--- src/rtl/wb_burst_master.sv ---
// Wishbone burst master: issues incrementing write bursts or read-and-compare bursts
// with a seed+k data pattern, per-beat ack timeout and saturating mismatch counter.
module wb_burst_master #(
    parameter int unsigned dw     = 32,
    parameter int unsigned APP_AW = 26,
    parameter int unsigned TMO    = 255
) (
    input  logic                wb_clk_i,
    input  logic                wb_rst_i,
    input  logic                cmd_valid_i,
    output logic                cmd_ready_o,
    input  logic                cmd_we_i,
    input  logic [APP_AW-1:0]   cmd_addr_i,
    input  logic [7:0]          cmd_len_i,
    input  logic [dw-1:0]       cmd_seed_i,
    output logic                wb_cyc_o,
    output logic                wb_stb_o,
    output logic                wb_we_o,
    output logic [APP_AW-1:0]   wb_adr_o,
    output logic [dw/8-1:0]     wb_sel_o,
    output logic [dw-1:0]       wb_dat_o,
    output logic [2:0]          wb_cti_o,
    input  logic [dw-1:0]       wb_dat_i,
    input  logic                wb_ack_i,
    output logic [dw-1:0]       rd_data_o,
    output logic                rd_valid_o,
    output logic                done_o,
    output logic [15:0]         err_cnt_o,
    output logic                timeout_o
);

    localparam int unsigned SW = dw / 8;
    localparam logic [2:0] CTI_INC = 3'b010;
    localparam logic [2:0] CTI_END = 3'b111;

    typedef enum logic [1:0] {S_IDLE, S_BURST, S_DONE} state_e;

    state_e state_q, state_d;

    logic              we_l_q, we_l_d;
    logic [7:0]        len_q, len_d;
    logic [7:0]        beat_q, beat_d;
    logic [APP_AW-1:0] adr_q, adr_d;
    logic [dw-1:0]     dat_q, dat_d;
    logic [15:0]       wait_q, wait_d;
    logic [15:0]       err_q, err_d;
    logic              tmo_q, tmo_d;
    logic [dw-1:0]     rd_data_q, rd_data_d;
    logic              rd_valid_q, rd_valid_d;
    logic              done_q, done_d;
    logic              ready_q, ready_d;
    logic              cyc_q, cyc_d;
    logic              we_q, we_d;
    logic [SW-1:0]     sel_q, sel_d;
    logic [2:0]        cti_q, cti_d, cti_n;

    logic accept, last_beat, tmo_hit;

    assign accept    = (state_q == S_IDLE) && cmd_valid_i;
    assign last_beat = (8'(beat_q + 8'd1) == len_q);
    assign tmo_hit   = (16'(wait_q + 16'd1) >= 16'(TMO));

    // State register
    always_ff @(posedge wb_clk_i or posedge wb_rst_i) begin
        if (wb_rst_i) state_q <= S_IDLE;
        else          state_q <= state_d;
    end

    // Next-state logic
    always_comb begin
        state_d = state_q;
        unique case (state_q)
            S_IDLE:  if (accept) state_d = (cmd_len_i == 8'd0) ? S_DONE : S_BURST;
            S_BURST: begin
                if (wb_ack_i) begin
                    if (last_beat) state_d = S_DONE;
                end else if (tmo_hit) begin
                    state_d = S_DONE;
                end
            end
            S_DONE:  state_d = S_IDLE;
            default: state_d = S_IDLE;
        endcase
    end

    // Datapath and registered-output next values
    always_comb begin
        we_l_d     = we_l_q;
        len_d      = len_q;
        beat_d     = beat_q;
        adr_d      = adr_q;
        dat_d      = dat_q;
        wait_d     = wait_q;
        err_d      = err_q;
        tmo_d      = tmo_q;
        rd_data_d  = rd_data_q;
        rd_valid_d = 1'b0;
        cti_n      = cti_q;
        unique case (state_q)
            S_IDLE: begin
                if (accept) begin
                    we_l_d = cmd_we_i;
                    len_d  = cmd_len_i;
                    beat_d = 8'd0;
                    adr_d  = cmd_addr_i;
                    dat_d  = cmd_seed_i;
                    wait_d = 16'd0;
                    cti_n  = (cmd_len_i == 8'd1) ? CTI_END : CTI_INC;
                end
            end
            S_BURST: begin
                if (wb_ack_i) begin
                    beat_d = 8'(beat_q + 8'd1);
                    adr_d  = APP_AW'(adr_q + APP_AW'(SW));
                    dat_d  = dw'(dat_q + dw'(1));
                    wait_d = 16'd0;
                    cti_n  = ((9'(beat_q) + 9'd2) == 9'(len_q)) ? CTI_END : CTI_INC;
                    if (!we_l_q) begin
                        rd_data_d  = wb_dat_i;
                        rd_valid_d = 1'b1;
                        if ((wb_dat_i != dat_q) && (err_q != 16'hFFFF))
                            err_d = 16'(err_q + 16'd1);
                    end
                end else begin
                    wait_d = 16'(wait_q + 16'd1);
                    if (tmo_hit) tmo_d = 1'b1;
                end
            end
            default: ;
        endcase
        cyc_d   = (state_d == S_BURST);
        we_d    = cyc_d & we_l_d;
        sel_d   = cyc_d ? {SW{1'b1}} : {SW{1'b0}};
        cti_d   = cyc_d ? cti_n : 3'b000;
        done_d  = (state_d == S_DONE);
        ready_d = (state_d == S_IDLE);
    end

    // Datapath registers
    always_ff @(posedge wb_clk_i or posedge wb_rst_i) begin
        if (wb_rst_i) begin
            we_l_q     <= 1'b0;
            len_q      <= '0;
            beat_q     <= '0;
            adr_q      <= '0;
            dat_q      <= '0;
            wait_q     <= '0;
            err_q      <= '0;
            tmo_q      <= 1'b0;
            rd_data_q  <= '0;
            rd_valid_q <= 1'b0;
            done_q     <= 1'b0;
            ready_q    <= 1'b1;
            cyc_q      <= 1'b0;
            we_q       <= 1'b0;
            sel_q      <= '0;
            cti_q      <= '0;
        end else begin
            we_l_q     <= we_l_d;
            len_q      <= len_d;
            beat_q     <= beat_d;
            adr_q      <= adr_d;
            dat_q      <= dat_d;
            wait_q     <= wait_d;
            err_q      <= err_d;
            tmo_q      <= tmo_d;
            rd_data_q  <= rd_data_d;
            rd_valid_q <= rd_valid_d;
            done_q     <= done_d;
            ready_q    <= ready_d;
            cyc_q      <= cyc_d;
            we_q       <= we_d;
            sel_q      <= sel_d;
            cti_q      <= cti_d;
        end
    end

    assign cmd_ready_o = ready_q;
    assign wb_cyc_o    = cyc_q;
    assign wb_stb_o    = cyc_q;
    assign wb_we_o     = we_q;
    assign wb_adr_o    = adr_q;
    assign wb_sel_o    = sel_q;
    assign wb_dat_o    = dat_q;
    assign wb_cti_o    = cti_q;
    assign rd_data_o   = rd_data_q;
    assign rd_valid_o  = rd_valid_q;
    assign done_o      = done_q;
    assign err_cnt_o   = err_q;
    assign timeout_o   = tmo_q;

endmodule
--- config.mk ---
export PLATFORM = sky130hd
export DESIGN_NAME = wb_burst_master
export DESIGN_NICKNAME = d
export VERILOG_FILES = /design/src/rtl/wb_burst_master.sv
export SDC_FILE = /design/constraint.sdc
export NUM_CORES = 1
export LEC_CHECK = 0
export CORE_MARGIN = 2
export CORE_UTILIZATION = 40
export DETAILED_ROUTE_END_ITERATION = 7
export GPL_ROUTABILITY_DRIVEN = 0
export GPL_TIMING_DRIVEN = 0
export PLACE_DENSITY = 0.68
export SYNTH_ARGS = -nofsm -noshare
export SYNTH_HDL_FRONTEND = slang
export SYNTH_SLANG_ARGS = --single-unit
export TNS_END_PERCENT = 1
--- constraint.sdc ---
create_clock -name wb_clk_i -period 6.5 [get_ports wb_clk_i]
set_clock_uncertainty 0.1 [all_clocks]
set_input_delay 1.3 -clock wb_clk_i [delete_from_list [all_inputs] [get_ports wb_clk_i]]
set_output_delay 1.3 -clock wb_clk_i [all_outputs]
set_load 0.02 [all_outputs]
==> Slide: Implementation Results, run 1 <==
Key Metrics from the Run

Logic synthesis
  • Xor/xnor share: 7.16%
  • Syn Inst Count: 920
  • Register share after synthesis: 44.8%
  • FA/HA/MAJ Cells, Area Fraction: 1.05%
  • Yosys warns: 0
  • Async SR Flop Fraction: 100%
  • Top logic cell family in the synthesized netlist: simple AND/OR/NAND/NOR gates
  • Aoi share: 18.1%
  • Area reported by Yosys stat: 8320 µm²
  • Floorplan Nets: 1,030
  • Cell count listed in synth_stat.txt: 920
  • Count of different cell masters after synthesis: 66
  • Mux share: 4.98%
  • Registers, synthesis: 149
  • Post-Synth Simple-Gate Area: 20.2%
  • Commonest flop: dfrtp_1
  • Number of enable flip-flop cells: 0
  • Syn Std Cell Area: 8320 µm²

Power and ir drop
  • Peak VDD IR: 255 µV
  • Lkg Pwr: 0.00468 µW

Critical path
  • Worst setup SP type: primary input
  • Crit-path max FO: 10
  • Critical Path AT: 3.80 ns
  • Setup crit end kind: flip-flop
  • CP Class: primary input to flip-flop
  • Worst EP required: 6.69 ns

Final timing
  • Worst relative slew slack: 45.8%
  • Min cycle time layout: 3.61 ns
  • # setup viols final: 0
  • Final Max Slew Viols: 0
  • Final Hold Fails: 0
  • RSZ-0062 raised after global routing: false
  • Final WS setup: 2.89 ns
  • Maximum clock rate: 277 MHz
  • WHS: 0.385 ns
  • Worst-Margin Slew: 0.806 ns
  • Final worst-path cycle share: 55.6%

Outcome
  • Status: finished, final reports clean

Finish
  • Area delta synth->final: 38.8%
  • Top cell excl fill/tap: clkdlybuf4s50_1
  • Antenna cells: 0
  • Most instantiated logic cells after routing: clkdlybuf4s50_1, dfrtp_1, nand2_1
  • Final nets: 1,272
  • Share of layout cells above drive strength 1: 8.09%
  • Comb gate area: 4290 µm²

Global routing
  • Global-route total usage across every layer: 26.3%
  • Initial antenna violation count: 0
  • GRT overflow: 0
  • Number of global-route vias before repair: 8,000
  • Largest net degree at the start of global routing: 95

CTS
  • Post-CTS Resized: 0
  • Clock Path Buffers: 2
  • CTS clk-pin slew, worst paths: 0.07 ns
  • CTS sink count: 149
  • CTS tree: done
  • CTS H-tree lvls: 4
  • # hold bufs at CTS: 0

Placed design
  • HPWL after DPL: 21,000 µm
  • Post-place setup slack: 2.51 ns
  • IO buf count: 222

Detailed routing
  • Routed Antenna Nets: 0
  • Iter 0 DRT Violations: 592
  • Via density: 5.76
  • Pre-Repair DR Iteration Count: 5
  • # DRC: 0
  • Routed len/inst: 20.0 µm

Min path
  • Min-Delay Path Class: flip-flop to flip-flop

Job
  • Log Warnings: 27
  • Max cap viols: 0

Die
  • Core Rows: 52
  • Die extent in x: 148 µm
  • Core area: 20,300 µm²
  • Floorplan core density: 41.0%
  • Top Ports: 223
  • Die area: 22,000 µm²
==> run 1: report_power, final <==
part	switching, µW	internal, µW
clock	424	657
sequential	426	1280
combinational	1430	1130
==> run 1: final timing paths <==
check,from,to,slack (ns),cells after the start
setup reg to reg,wb_dat_o[16],err_cnt_o[5],3.83,8
setup / recovery,cmd_valid_i,wb_adr_o[5],2.89,8
hold / removal,err_cnt_o[7],err_cnt_o[7],0.38,1
min in group asynchronous,wb_rst_i,err_cnt_o[5],1.21,2
hold reg to reg,err_cnt_o[7],err_cnt_o[7],0.38,1
max in group asynchronous,wb_rst_i,cmd_ready_o,4.23,3
==> run 1: final cells by class <==
cell class                 instances  share of cell area (%)
multi-input combinational        701                    37.1
timing repair buffer             223                    19.5
sequential                       149                    32.3
buffer                            65                    2.46
tap                              270                    2.92
clock inverter                    14                    1.73
clock buffer                      18                    3.80
inverter                           5                   0.206
==> run 1: flip-flops by register name, indices dropped and copies added (netlist names) <==
name / cells
rd_data_o: 32
wb_dat_o: 32
wb_adr_o: 26
err_cnt_o: 16
wait_q: 16
beat_q: 8
len_q: 8
state_q: 2
wb_cti_o: 2
cmd_ready_o: 1
done_o: 1
rd_valid_o: 1
timeout_o: 1
wb_sel_o: 1
wb_we_o: 1
we_l_q: 1
==> run 1: Yosys cell counts, types with 18 or more instances <==
| cell type | n | share of area, % |
|---|---|---|
| and3_1 | 18 | 1.4 |
| mux2_2 | 33 | 4.5 |
| nor2_1 | 65 | 2.9 |
| nand4_1 | 21 | 1.6 |
| nand3_1 | 43 | 2.6 |
| nor4_1 | 18 | 1.4 |
| o21ai_0 | 72 | 4.3 |
| nand2_1 | 110 | 5.0 |
| xor2_1 | 56 | 5.9 |
| nor3_1 | 24 | 1.4 |
| dfrtp_1 | 148 | 45 |
| clkbuf_1 | 50 | 2.3 |
| a21oi_1 | 81 | 4.9 |
==> run 1: layer usage <==
metal / global-route usage (%) / vias to the layer above / routed length [µm]
met5: 0 / - / 0
met4: 8.90 / 0 / 790
met1: 34.6 / 4015 / 11800
met3: 6.41 / 61 / 2550
li1: - / 3829 / -
met2: 42.7 / 416 / 13700
==> run 1: worst max-delay path, stage by stage <==
cell and delay [ns]:
clkdlybuf4s50_1 0.41, nor2b_1 0.15, nor2b_1 0.13, clkbuf_1 0.24, a21oi_1 0.31, clkbuf_1 0.41, clkbuf_1 0.65, o21ai_0 0.19
==> run 1: per-stage QoR <==
step                std cells  TNS, ns  total power [µW]  cell area (µm²)
floorplan                 920        0              3060             8320
global placement         1412  -181.70              4200            10900
detailed placement       1413        0              4250            10900
CTS                      1445        0              5350            11600
global route             1445        0              5640            11600
finish                   1445        0              5350            11600
==> run 1: kinds of logic after synthesis <==
logic type,count (synthesis)
DFF,149
AOI/OAI and AO/OA,251
buffers and inverters,70
xor gates and xnor gates,68
muxes,37
and+or+nand+nor,338
adders and majority gates,7
**Run 1: where the registers sit**

Other sequential cells in the stronger gray, the rest of the logic in the fainter gray.
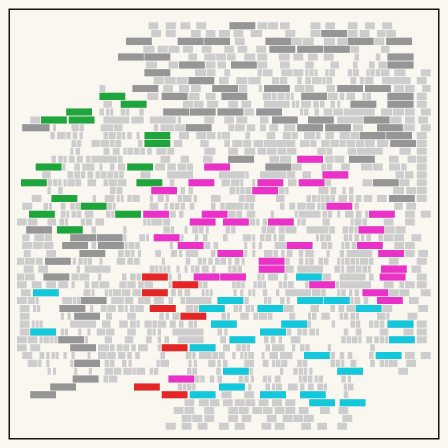
legend:
  `wb_adr_o`:
    color: cyan
    sequential_cells: 26
  `wb_dat_o`:
    color: magenta
    sequential_cells: 32
  `beat_q`:
    color: red
    sequential_cells: 8
  `wait_q`:
    color: green
    sequential_cells: 16
not colored: 67
Register Area: 3730 µm²
P_seq: 1710 µW
flop share of the area: 32.3%
post-layout util: 56.9%

**Run 1: routed metal, one color a layer**

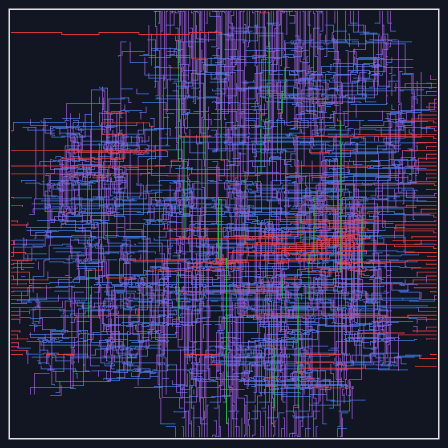
legend:
  metal 3:
    color: red
    wire_length: 2,550 µm
  metal 4:
    color: green
    wire_length: 791 µm
  metal 2:
    color: purple
    wire_length: 13,700 µm
  metal 1:
    color: blue
    wire_length: 11,800 µm
via count: 8,321
WL final: 28,900 µm

**Run 1: clock nets**

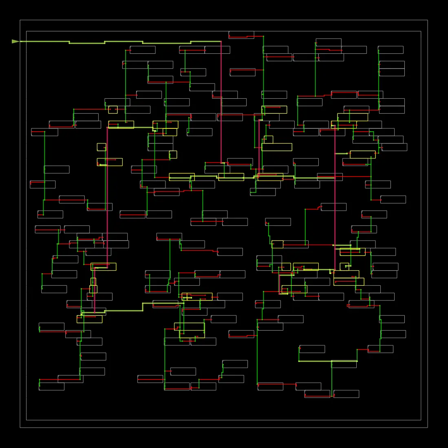
Clk power: 1080 µW
CLK BUF: 18
num sequential: 149
Clk Latency, worst-skew pair: 0.44 ns

==> run 2: changes to the inputs <==
--- a/config.mk
+++ b/config.mk
@@ -10,7 +10,7 @@
 export DETAILED_ROUTE_END_ITERATION = 7
 export GPL_ROUTABILITY_DRIVEN = 0
 export GPL_TIMING_DRIVEN = 0
-export PLACE_DENSITY = 0.68
+export PLACE_DENSITY = 0.71
 export SYNTH_ARGS = -nofsm -noshare
 export SYNTH_HDL_FRONTEND = slang
 export SYNTH_SLANG_ARGS = --single-unit
==> constraint.sdc (replaced) <==
create_clock -name wb_clk_i -period 3.1 [get_ports wb_clk_i]
set_clock_uncertainty 0.1 [all_clocks]
set_input_delay 0.62 -clock wb_clk_i [delete_from_list [all_inputs] [get_ports wb_clk_i]]
set_output_delay 0.62 -clock wb_clk_i [all_outputs]
set_load 0.02 [all_outputs]
**Run 2: clock nets**

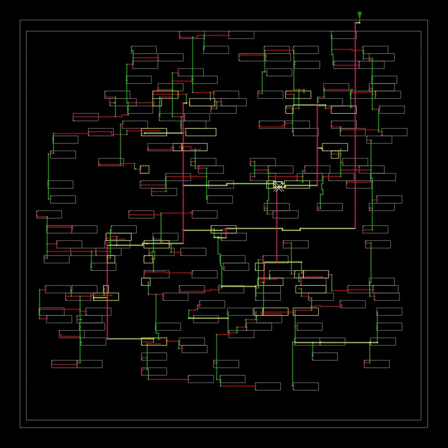
CLK BUF: 17
Clk power: 2100 µW

==> run 2 against run 1 <==
The run now ends with DRC left. Sequential share of layout area hardly changed. Sequential cell count is the same. Setup slack got worse by 2.7 ns. Largest cell class unchanged.
==> Slide: Implementation Results, run 2 <==
Key Metrics from the Run

Logic synthesis
  • Area reported by Yosys stat: 8320 µm² (unchanged)
  • Cell count listed in synth_stat.txt: 920 (unchanged)
  • Top cells by area: dfrtp_1, xor2_1, nand2_1 (unchanged)
  • Syn Std Cell Area: 8320 µm² (unchanged)
  • Registers, synthesis: 149 (unchanged)
  • Yosys warns: 0 (unchanged)
  • Top-count cell post-synth: dfrtp_1 (unchanged)
  • Post-synth top area share: 44.5% (unchanged)
  • Async SR Flop Fraction: 100% (unchanged)
  • Commonest flop: dfrtp_1 (unchanged)
  • Syn Inst Count: 920 (unchanged)
  • Number of enable flip-flop cells: 0 (unchanged)
  • Register share after synthesis: 44.8% (unchanged)
  • Commonest cells in the netlist: dfrtp_1, nand2_1, a21oi_1 (unchanged)
  • Largest area contributor in the netlist: dfrtp_1 (unchanged)
  • Floorplan Nets: 1,030 (unchanged)
  • Post-synthesis average cell area: 9.04 µm² (unchanged)
  • Count of different cell masters after synthesis: 66 (unchanged)

Die
  • Die area: 22,000 µm² (unchanged)
  • Top Ports: 223 (unchanged)
  • Die H: 148 µm (unchanged)
  • Core area: 20,300 µm² (unchanged)
  • Die extent in x: 148 µm (unchanged)
  • Floorplan core density: 41.0% (unchanged)
  • Core Rows: 52 (unchanged)

Final timing
  • # setup viols final: 0 (unchanged)
  • Min cycle time layout: 2.87 ns
  • RSZ-0062 raised after global routing: false (unchanged)
  • Worst-Margin Slew: 0.772 ns (was 0.806 ns)
  • Setup TNS: 0 ns (unchanged)
  • Final worst-path cycle share: 92.7%
  • Final Hold Fails: 0 (unchanged)
  • Worst relative slew slack: 48.1% (was 45.8%)
  • Final Max Slew Viols: 0 (unchanged)
  • Maximum clock rate: 348 MHz

Critical path
  • CP startpoint: cmd_valid_i (unchanged)
  • Worst EP required: 3.29 ns (was 6.69 ns)
  • Worst setup SP type: primary input (unchanged)
  • Reg2reg end: err_cnt_o[7] (was err_cnt_o[5])
  • Critical Path AT: 3.06 ns (was 3.80 ns)
  • Reg2Reg Setup Slack: 0.42 ns (was 3.83 ns)
  • Crit-path max FO: 10 (unchanged)
  • Setup crit end: wb_adr_o[4] (was wb_adr_o[5])
  • Worst r2r src: wb_dat_o[16] (unchanged)
  • Setup crit end kind: flip-flop (unchanged)
  • CP Class: primary input to flip-flop (unchanged)
  • Path depth of the worst reg2reg path: 8 (unchanged)

Power and ir drop
  • Final Power: 11,000 µW (was 5350 µW)
  • Lkg Pwr: 0.00468 µW (about the same)
  • PwrDens: 956 nW/µm² (was 463 nW/µm²)
  • Peak VDD IR: 510 µV (was 255 µV)

Finish
  • Most instantiated logic cells after routing: clkdlybuf4s50_1, dfrtp_1, nand2_1 (unchanged)
  • Area delta synth->final: 38.9% (was 38.8%)
  • Top cell excl fill/tap: clkdlybuf4s50_1 (unchanged)
  • Post-layout util: 56.9% (about the same)
  • Antenna cells: 0 (unchanged)
  • # fillers: 1,854 (was 1,848)
  • Final nets: 1,275 (was 1,272)
  • Share of layout cells above drive strength 1: 8.32% (was 8.09%)
  • Final Cell Area: 11,600 µm² (about the same)

Placed design
  • HPWL after DPL: 21,000 µm (about the same)
  • IO buf count: 222 (unchanged)
  • Placed instance area: 11,000 µm² (was 10,900 µm²)

Global routing
  • Largest net degree at the start of global routing: 42 (was 95)
  • Initial antenna violation count: 0 (unchanged)
  • Global-route total usage across every layer: 25.6% (was 26.3%)
  • GRT overflow: 0 (unchanged)
  • Number of global-route vias before repair: 7,834 (was 8,000)
  • Global-route wire length before repair: 43,700 µm (was 45,000 µm)

Outcome
  • Status: complete, but fails checks (was finished, final reports clean)
  • Failing checks: DRC

CTS
  • CTS clk-pin slew, worst paths: 0.07 ns (about the same)
  • Clk Latency, worst-skew pair: 0.43 ns (was 0.44 ns)
  • CTS tree: done (unchanged)
  • TritonCTS Buffers: 17 (unchanged)
  • Setup Fix Bufs, Post-CTS: 0 (unchanged)
  • # hold bufs at CTS: 0 (unchanged)
  • Post-CTS Resized: 0 (unchanged)
  • Clock Path Buffers: 2 (unchanged)
  • Root Driver: clkbuf_16 (unchanged)
  • CTS H-tree lvls: 4 (unchanged)
  • CTS sink count: 149 (unchanged)

Detailed routing
  • WL final: 28,400 µm (was 28,900 µm)
  • Routed Antenna Nets: 0 (unchanged)
  • # DRC: 4 (was 0)
  • Pre-Repair DR Iteration Count: 8 (was 5)
  • Routed len/inst: 19.6 µm (was 20.0 µm)
  • Via density: 5.70 (was 5.76)
  • Via count: 8,247 (was 8,321)
  • Iter 0 DRT Violations: 790 (was 592)

Job
  • Max cap viols: 0 (unchanged)
  • Log Warnings: 27 (unchanged)

Min path
  • Min-Delay Path Class: primary input to asynchronous set/reset pin (was flip-flop to flip-flop)
==> run 2: netlist changes by cell type in the layout (fill, tap and decap cells not counted) <==
| cell | change |
|---|---|
| buf_12 | +4 |
| buf_16 | -1 |
| bufinv_16 | -2 |
| clkbuf_8 | -1 |
| clkinv_2 | -1 |
| clkinv_4 | -1 |
| clkinvlp_4 | +2 |
| inv_6 | +4 |
| inv_8 | -1 |
==> run 2: cell families (layout without fill, tap and decap cells) <==
group	Yosys count	count (layout)	synth area share (%)
AND-OR/OR-AND	251	251	18.1
XOR/XNOR	68	68	7.16
adder cells (fa/ha/maj)	7	7	1.05
buffers and inverters	70	328	3.64
flip-flops	149	149	44.8
multiplexers	37	37	4.98
AND/OR/NAND/NOR	338	338	20.2
==> run 2: power by group <==
part           total [µW]  switching [µW]  internal, µW  leakage (µW)
clock                2100             897          1200      0.000282
combinational        5380            3000          2380       0.00258
sequential           3570             875          2690       0.00182
total               11000            4770          6270       0.00468
==> run 2: routing by layer <==
layer  global-route usage (%)  vias to the layer above  wire [µm]
li1                         -                     3841          -
met1                     33.6                     3944      11900
met2                     41.8                      397      13400
met3                     5.25                       65       2220
met4                     9.95                        0        923
met5                        0                        -          0
==> run 2: worst max-delay path, stage by stage <==
cell and delay (ns):
clkdlybuf4s50_1 0.42, nor2b_1 0.16, nor2b_1 0.12, clkbuf_1 0.23, a21oi_1 0.31, clkbuf_1 0.41
clkbuf_1 0.59, o21ai_0 0.19
==> run 2: per-stage QoR <==
stage	hold WS, ns	cells	setup slack (ns)
after floorplan	0.366	920	0.506
after global placement	0.362	1412	-0.938
after detailed placement	0.362	1416	-0.183
after CTS	0.376	1448	0.268
after global routing	0.405	1448	0.0392
final	0.374	1448	0.226
==> run 2: worst min path at each step <==
stage	startpoint	endpoint	slack, ns	depth (start not counted)
after global routing	wb_rst_i	rd_data_o[18]	0.41	2
after CTS	wb_rst_i	err_cnt_o[9]	0.38	2
final	wb_rst_i	err_cnt_o[6]	0.37	2
after detailed placement	timeout_o	timeout_o	0.36	1
after global placement	wb_adr_o[0]	wb_adr_o[0]	0.36	2
after floorplan	len_q[0]	len_q[0]	0.37	2
==> run 2: area by class of cell <==
class	count	area, µm²	area share, %
multi-input cells	701	4290	37.1
flip-flops and latches	149	3730	32.3
repair buffers	226	2300	19.9
clock buffers	17	425	3.68
well taps	270	338	2.92
plain buffers	65	284	2.46
clock inverters	15	166	1.44
inverters	5	22.5	0.195
Power is estimated from default activity; no workload was simulated.
